### Cell outlines without signal wires, run 1

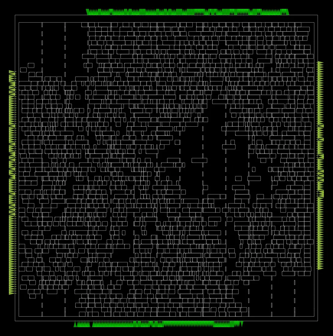
### Wiring heat map, run 1

36 x 37 tiles, from dark blue (low) to red (high), scaled to the fullest tile. Values are wire area over tile area, all layers added.
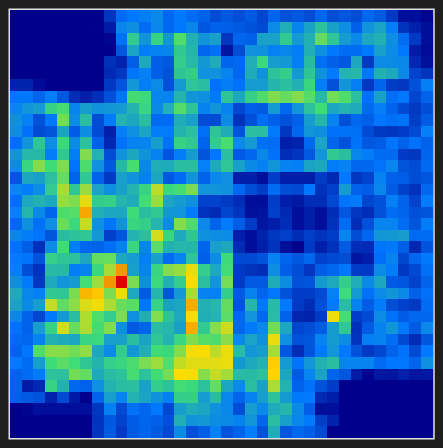
### Clock distribution, run 1

Bar = 50 um.
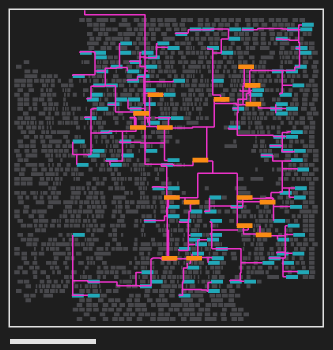
**src/rtl/hilo_muldiv_ctrl_pkg.sv**
```systemverilog
// Shared definitions for the HI/LO multiply/divide controller.
package hilo_muldiv_ctrl_pkg;

  typedef enum logic [3:0] {
    MD_NONE  = 4'd0,
    MD_MULT  = 4'd1,
    MD_MULTU = 4'd2,
    MD_DIV   = 4'd3,
    MD_DIVU  = 4'd4,
    MD_MTHI  = 4'd5,
    MD_MTLO  = 4'd6,
    MD_MFHI  = 4'd7,
    MD_MFLO  = 4'd8
  } muldiv_op_t;

  typedef enum logic [1:0] {
    S_IDLE = 2'd0,
    S_MUL  = 2'd1,
    S_DIV  = 2'd2
  } md_state_t;

endpackage

```
**src/rtl/hilo_muldiv_ctrl_sign_fix.sv**
```systemverilog
// Conditional two's-complement negate; serves as abs() on operands and as
// sign fixup on unit results.
module muldiv_sign_fix #(
  parameter int W = 32
) (
  input  logic [W-1:0] val,
  input  logic         neg,
  output logic [W-1:0] res
);

  // abs(0x80000000) wraps back to 0x80000000, which is the correct unsigned magnitude.
  assign res = neg ? (~val + {{(W-1){1'b0}}, 1'b1}) : val;

endmodule

```
**src/rtl/hilo_muldiv_ctrl.sv**
```systemverilog
// HI/LO register file and sequencer for MIPS-style mult/div using external
// unsigned multiplier and divider units.
module hilo_muldiv_ctrl
  import hilo_muldiv_ctrl_pkg::*;
(
  input  logic        clk,
  input  logic        resetn,
  input  logic        in_valid,
  input  logic [3:0]  in_op,
  input  logic [31:0] in_a,
  input  logic [31:0] in_b,
  input  logic        flush,
  output logic        stall,
  output logic [31:0] mf_data,
  output logic [31:0] hi,
  output logic [31:0] lo,
  output logic        mul_valid,
  output logic [31:0] mul_a,
  output logic [31:0] mul_b,
  input  logic        mul_done,
  input  logic [63:0] mul_c,
  output logic        div_valid,
  output logic [31:0] div_a,
  output logic [31:0] div_b,
  input  logic        div_done,
  input  logic [63:0] div_c
);

  md_state_t  state;
  muldiv_op_t op;
  logic [31:0] op_a, op_b, a_mag, b_mag, quot, rem;
  logic [63:0] prod;
  logic        neg_res, neg_rem, killed;
  logic        signed_op, accept, drop;

  assign op        = muldiv_op_t'(in_op);
  assign signed_op = (op == MD_MULT) || (op == MD_DIV);
  assign accept    = in_valid && !flush && (state == S_IDLE) && (op != MD_NONE);
  // A flush arriving on the completion cycle kills the result as well.
  assign drop      = killed || flush;

  muldiv_sign_fix #(.W(32)) u_abs_a (.val(in_a), .neg(signed_op && in_a[31]), .res(a_mag));
  muldiv_sign_fix #(.W(32)) u_abs_b (.val(in_b), .neg(signed_op && in_b[31]), .res(b_mag));
  muldiv_sign_fix #(.W(64)) u_fix_p (.val(mul_c), .neg(neg_res), .res(prod));
  muldiv_sign_fix #(.W(32)) u_fix_q (.val(div_c[31:0]), .neg(neg_res), .res(quot));
  muldiv_sign_fix #(.W(32)) u_fix_r (.val(div_c[63:32]), .neg(neg_rem), .res(rem));

  assign stall     = in_valid && (op != MD_NONE) && (state != S_IDLE);
  assign mul_valid = (state == S_MUL);
  assign div_valid = (state == S_DIV);
  assign mul_a     = op_a;
  assign mul_b     = op_b;
  assign div_a     = op_a;
  assign div_b     = op_b;

  always_comb begin
    mf_data = '0;
    if (in_valid && op == MD_MFHI)      mf_data = hi;
    else if (in_valid && op == MD_MFLO) mf_data = lo;
  end

  always_ff @(posedge clk) begin
    if (!resetn) begin
      state   <= S_IDLE;
      hi      <= '0;
      lo      <= '0;
      op_a    <= '0;
      op_b    <= '0;
      neg_res <= 1'b0;
      neg_rem <= 1'b0;
      killed  <= 1'b0;
    end else begin
      case (state)
        S_IDLE: if (accept) begin
          case (op)
            MD_MTHI: hi <= in_a;
            MD_MTLO: lo <= in_a;
            MD_MULT, MD_MULTU, MD_DIV, MD_DIVU: begin
              // Divide by zero is architecturally undefined; leave HI/LO alone.
              if (!((op == MD_DIV || op == MD_DIVU) && in_b == '0)) begin
                op_a    <= a_mag;
                op_b    <= b_mag;
                neg_res <= signed_op && (in_a[31] ^ in_b[31]);
                neg_rem <= signed_op && in_a[31];
                state   <= (op == MD_MULT || op == MD_MULTU) ? S_MUL : S_DIV;
              end
            end
            default: ;
          endcase
        end
        S_MUL: begin
          if (flush) killed <= 1'b1;
          if (mul_done) begin
            if (!drop) {hi, lo} <= prod;
            killed <= 1'b0;
            state  <= S_IDLE;
          end
        end
        S_DIV: begin
          if (flush) killed <= 1'b1;
          if (div_done) begin
            if (!drop) begin
              lo <= quot;
              hi <= rem;
            end
            killed <= 1'b0;
            state  <= S_IDLE;
          end
        end
        default: state <= S_IDLE;
      endcase
    end
  end

endmodule

```
**config.mk**
```make
export PLATFORM = sky130hd
export DESIGN_NAME = hilo_muldiv_ctrl
export DESIGN_NICKNAME = d
export VERILOG_FILES = /design/src/rtl/hilo_muldiv_ctrl_pkg.sv /design/src/rtl/hilo_muldiv_ctrl_sign_fix.sv /design/src/rtl/hilo_muldiv_ctrl.sv
export SDC_FILE = /design/constraint.sdc
export NUM_CORES = 1
export LEC_CHECK = 0
export CORE_AREA = 2 2 180 182
export DETAILED_ROUTE_END_ITERATION = 10
export DIE_AREA = 0 0 182 184
export PLACE_DENSITY = 0.81
export SYNTH_ARGS = -nofsm -noshare
export SYNTH_HDL_FRONTEND = slang
export SYNTH_HIERARCHICAL = 1
export SYNTH_SLANG_ARGS = --single-unit
```
**constraint.sdc**
```tcl
create_clock -name clk -period 4.5 [get_ports clk]
set_input_delay 0.9 -clock clk [delete_from_list [all_inputs] [get_ports clk]]
set_output_delay 0.9 -clock clk [all_outputs]
set_load 0.05 [all_outputs]
```
==> run summary, run 1 <==
The flow completed. Count of hold buffers inserted by post-cts repair landed at 0. For this run, global-route usage on met3 was measured as between 5 and 6%. Final worst clock skew landed at 0.0110 ns. The run reported a max-capacitance violation count of 0. For reference, XOR and XNOR gates occupy between 10% and 20% of the area reported after synthesis. STA classifies the critical path startpoint as a primary input.

In this run the number of cells on the critical path is 6. Looking at the power breakdown, sequential logic takes approximately a third of the total. STA shows the worst min-delay path finishing at lo[22]. After synthesis, the share of flip-flops with an asynchronous set or reset is 0%. The number of clock sinks came to 133. The flow ran to the end, and the final reports show no timing, DRC or antenna violations.

Number of different library cells in the post-synthesis netlist landed at around 70. Synthesized-area fraction occupied by and/or/nand/nor cells landed at approximately 22%. After layout, the worst setup slack is between 0.7 and 0.8 ns.

Per STA, the startpoint of the critical path is in_op[0]. Measured on the final layout, the clock distribution area share stands at between 3 and 4%. In this run the clock root is driven by a sky130_fd_sc_hd__clkbuf_16. The global router reports that the layer with the highest usage is met2.

Worst setup slack after placement landed at around 0.55 ns. Detail-routed via count per cell landed at roughly 5.9. Worst path buffer plus inverter count landed at 3.

On the critical path the largest part of the delay comes from buffers and inverters. The most numerous cell type found on the critical path is sky130_fd_sc_hd__buf_12. Total global-route track usage landed at around 29%.

The path class of the tightest hold or removal check is reg2reg. In the finished layout, the clock tree contains a buffer count of 17. For this run, the register share of the synthesized area comes to 21.3%. Synthesized instance count landed at ~1500. Power attributed to sequential cells is 1260 uW.

Final global-route overflow total landed at 0. Row generation in the floorplan step produced between 60 and 70 rows. Per the cell usage report, the commonest logic cells after layout are sky130_fd_sc_hd__clkdlybuf4s50_1 (395), sky130_fd_sc_hd__nand2_1 (194), sky130_fd_sc_hd__xnor2_1 (182), sky130_fd_sc_hd__dfxtp_1 (132), sky130_fd_sc_hd__mux2i_1 (66). Per report_power, the top consumer among the power groups is clock. Overall power consumption after layout is estimated at between 3000 and 4000 uW. In the final design, more cell area goes to multi-input combinational cells than to any other class. Remaining antenna violation count after routing landed at 0. The cell type that accounts for the most area after synthesis is sky130_fd_sc_hd__dfxtp_1.

Looking at the reg2reg group, the worst path ends at lo[26]. The repair_antennas step left the layout with diodes totalling 0. Worst hold margin landed at approximately 0.48 ns. The commonest register cell is sky130_fd_sc_hd__dfxtp_1. Per the layout area report, the combinational fraction of cell area is slightly above 50%. The slowest stage of the critical path is the sky130_fd_sc_hd__and4b_2 cell. The number of global-route vias before repair is 12516. Top-level port count landed at around 430. Per the synthesis report, the adder-cell share of the synthesized area is less than 1%.

After detailed routing, the total wire length is around 50000 um. Logic gate share of total power landed at 28.3%. TritonCTS built the clock tree.

Entering global routing, the biggest net connects 132 pins. For the clock group, total power comes out at roughly 1400 uW. Part of the total power dissipated in the clock network landed at 37.4%. Clock buffer count from CTS landed at 17.

Post-synthesis share of cell area spent on and-or and or-and gates landed at approximately 29%. Share of the clock period used by the worst path landed at a little over four fifths. The finished cells cover between 0.015 and 0.02 mm^2. DRC violation count after routing landed at 0. Area after detailed placement landed at 0.0168 mm^2. Data required time of the worst path landed at 3.60 ns. Yosys instantiated no cell more often than sky130_fd_sc_hd__nand2_1. Non-clock buffer count in the final layout landed at between 400 and 500.

Per the hold report, the tightest min-delay path originates at lo[22]. Maximum fanout count along the critical path landed at 17. The critical path is of the in2out type. After layout, the minimum clock period comes to between 3 and 4 ns. Flop count landed at 133. Sequential share of cell area landed at between 10% and 20%. Fraction of final layout cells sized beyond drive strength 1 landed at around 10%.

Once iteration 0 of detailed routing completed, the report listed ~1100 DRC markers. Met2 track demand over resource landed at approximately 47%. The transition time recorded at the tightest slew-check pin is 1.17 ns. The initial antenna violation count was 0.

OpenSTA lists the critical path endpoint as mf_data[7]. Per the post-synthesis stats, the area per cell is slightly above 8 um^2. Leakage component of the power landed at a little under 0.006 uW.
About 'Cell outlines without signal wires':
non-filler cells, final: 2209
core footprint: 0.0314 mm^2

About 'Wiring heat map':
nearly empty tiles = 8.7%
tiles over half the peak = 10%
mean over tiles = 0.24
fullest tile = 0.89

About 'Clock distribution':
magenta -> clock wires  # length 2060 um
cyan -> flip-flops  # count 133
orange -> clock drivers  # count 17
flops lie = widely spread
routed clock nets = 18

--- run 2 (diff from run 1) ---
--- a/config.mk
+++ b/config.mk
@@ -8,7 +8,7 @@
 export CORE_AREA = 2 2 180 182
 export DETAILED_ROUTE_END_ITERATION = 10
 export DIE_AREA = 0 0 182 184
-export PLACE_DENSITY = 0.81
+export PLACE_DENSITY = 0.84
 export SYNTH_ARGS = -nofsm -noshare
 export SYNTH_HDL_FRONTEND = slang
 export SYNTH_HIERARCHICAL = 1
==> constraint.sdc (replaced) <==
create_clock -name clk -period 3.2 [get_ports clk]
set_input_delay 0.64 -clock clk [delete_from_list [all_inputs] [get_ports clk]]
set_output_delay 0.64 -clock clk [all_outputs]
set_load 0.05 [all_outputs]
### Where the registers sit, run 2

Bar = 50 um.
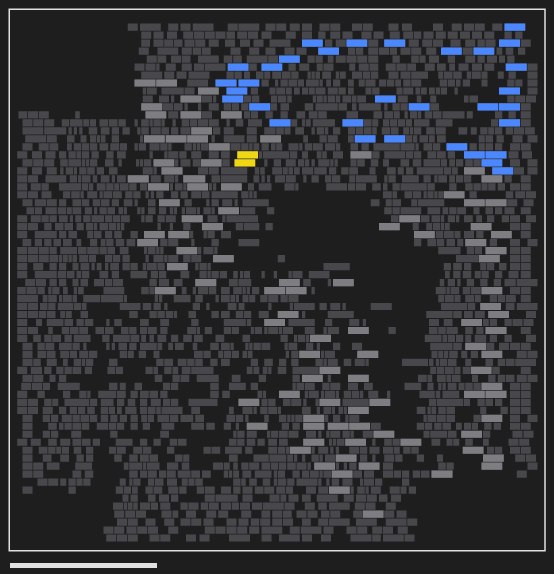
yellow -> state  # placed flops 2
blue -> div_b  # placed flops 32
not coloured = 99

### Clock distribution, run 2

Bar = 50 um.
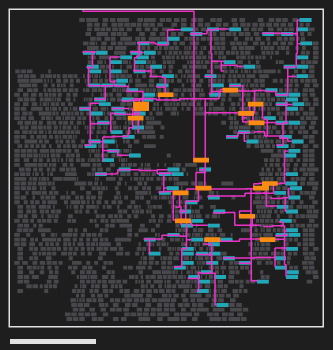
orange -> clock drivers  # count 17
magenta -> clock wires  # length 1980 um
cyan -> flip-flops  # count 133
routed clock nets = 18

### Wiring heat map, run 2

36 x 37 tiles, from dark blue (low) to red (high), scaled to the fullest tile. Values are wire area over tile area, all layers added.
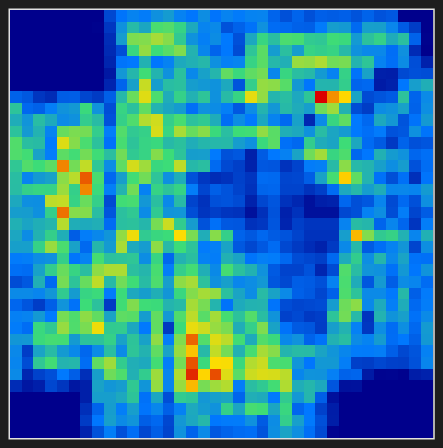
emptiest ninth of the die = lower right
fullest tile = 0.81
tiles over half the peak = 17%
nearly empty tiles = 9.6%

==> run summary, run 2 <==
The flow completed. The sequential share of cell area came to 14.1% (was 15.3%). Number of cells on the critical path landed at 6 (unchanged). Post-synthesis async set-or-reset flop share landed at 0% (unchanged).

The antenna diode count was 1 (was 0). Non-clock buffer count in the final layout landed at 634 (was 453). The power attributed to sequential cells is 1770 uW (was 1260 uW). The total global-route track usage was 30.1% (was 28.5%). The highest-count logic cell in the final layout is sky130_fd_sc_hd__clkdlybuf4s50_1 (unchanged). The initial antenna violation count is 1 (was 0).

The layer with the highest usage is met2 (unchanged). The worst path buffer plus inverter count is 3 (unchanged). The most instantiated flip-flop cell in the synthesis netlist is sky130_fd_sc_hd__dfxtp_1 (unchanged). The multi-input logic cell count is 1171 (unchanged). The dominant delay contributor by cell family on the critical path is buffers and inverters (unchanged). Leakage component of the power landed at 0.00682 uW (was 0.00590 uW). The largest net degree at the start of global routing is 93 (was 132). The top-level port count is 429 (unchanged). The flop count was 133 (unchanged). The end point of the critical path is mf_data[29] (was mf_data[7]). Synthesized-area fraction occupied by and/or/nand/nor cells landed at 21.7% (unchanged). Met3 track demand over resource in global routing landed at 4.83% (was 5.09%). Placeable core area landed at 0.0314 mm^2 (unchanged). The cell type with the largest total area after synthesis is sky130_fd_sc_hd__dfxtp_1 (unchanged). Logic gate share of total power landed at 29.9% (was 28.3%). Final global-route overflow total landed at 0 (unchanged).

The type of the setup path with the least slack is in2out (unchanged). The share of the yosys chip area belonging to registers is 21.3% (unchanged). The post-synthesis share of cell area spent on and-or and or-and gates was 29.0% (unchanged).

The number of global-route vias before repair was 13576 (was 12516). Most numerous logic cells after layout: sky130_fd_sc_hd__clkdlybuf4s50_1 (394), sky130_fd_sc_hd__buf_4 (196), sky130_fd_sc_hd__nand2_1 (194), sky130_fd_sc_hd__xnor2_1 (182), sky130_fd_sc_hd__dfxtp_1 (132) (was sky130_fd_sc_hd__clkdlybuf4s50_1 (395), sky130_fd_sc_hd__nand2_1 (194), sky130_fd_sc_hd__xnor2_1 (182), sky130_fd_sc_hd__dfxtp_1 (132), sky130_fd_sc_hd__mux2i_1 (66)). The clock buffer count came to 19 (was 17). The area fraction in full adders, half adders and majority gates came to 0.901% (unchanged). The number of standard-cell rows in the floorplan is 65 (unchanged). The routed design could run at a clock period as short as ~3.1 ns. The startpoint of the lowest-slack hold path is lo[16] (was lo[22]). Count of state elements after synthesis landed at 133 (unchanged). Register-to-register path setup slack landed at 0.65 ns (was 1.69 ns). The violation tally from detailed-route iteration zero was 1235 (was 1146).

The worst max-slew margin expressed relative to the limit came to 47.6% (was 21.6%). The leading cell type by number of instances after synthesis is sky130_fd_sc_hd__nand2_1 (unchanged). The clock tree from TritonCTS is yes (unchanged).

The maximum fanout count along the critical path was 12 (was 17). Area after detailed placement landed at 0.0183 mm^2 (was 0.0168 mm^2). Final wirelength landed at 52400 um (was 49900 um).

The number of different library cells in the post-synthesis netlist was 70 (unchanged). Met2 track demand over resource landed at 52.6% (was 47.3%). The clock network contribution to total cell area is 3.12% (was 3.24%).

Data required time of the worst path landed at 2.56 ns (was 3.60 ns). The logic share of the area was 46.5% (was 50.4%). DRC violation count after routing landed at 0 (unchanged).

The clock tree root driver cell is sky130_fd_sc_hd__clkbuf_16 (unchanged). The kind of start point of the critical path is a primary input (unchanged). The area fraction in xor and xnor cells is 12.8% (unchanged). Clock-net power landed at 1980 uW (was 1370 uW). The top power consumer group was clock (unchanged).

The count of hold buffers inserted by post-cts repair came to 0 (unchanged). Share of the clock period used by the worst path landed at 97.6%. Clock buffer count from CTS landed at 17 (unchanged). The dominant kind of cell by area is multi-input combinational cells (unchanged).

Status: complete, no violations (unchanged). Transition time at the pin with the least slew margin landed at 0.786 ns (was 1.17 ns). Count of maximum capacitance violations landed at 0 (unchanged). Count of non-filler cells in the finished layout landed at 2391 (was 2209).

Sequential cell fraction of total power landed at 33.1% (was 34.3%). The endpoint with the worst hold slack is lo[16] (was lo[22]). The switching fraction of total power is 33.3% (was 34.9%). The remaining antenna violation count after routing came to 0 (unchanged). The cell type of the slowest stage on the worst timing path was sky130_fd_sc_hd__clkdlybuf4s50_1 (was sky130_fd_sc_hd__and4b_2). The end of the worst register-to-register path is hi[29] (was lo[26]).

The start point of the critical path is in_op[1] (was in_op[0]).
Power is estimated from default activity; no workload was simulated.
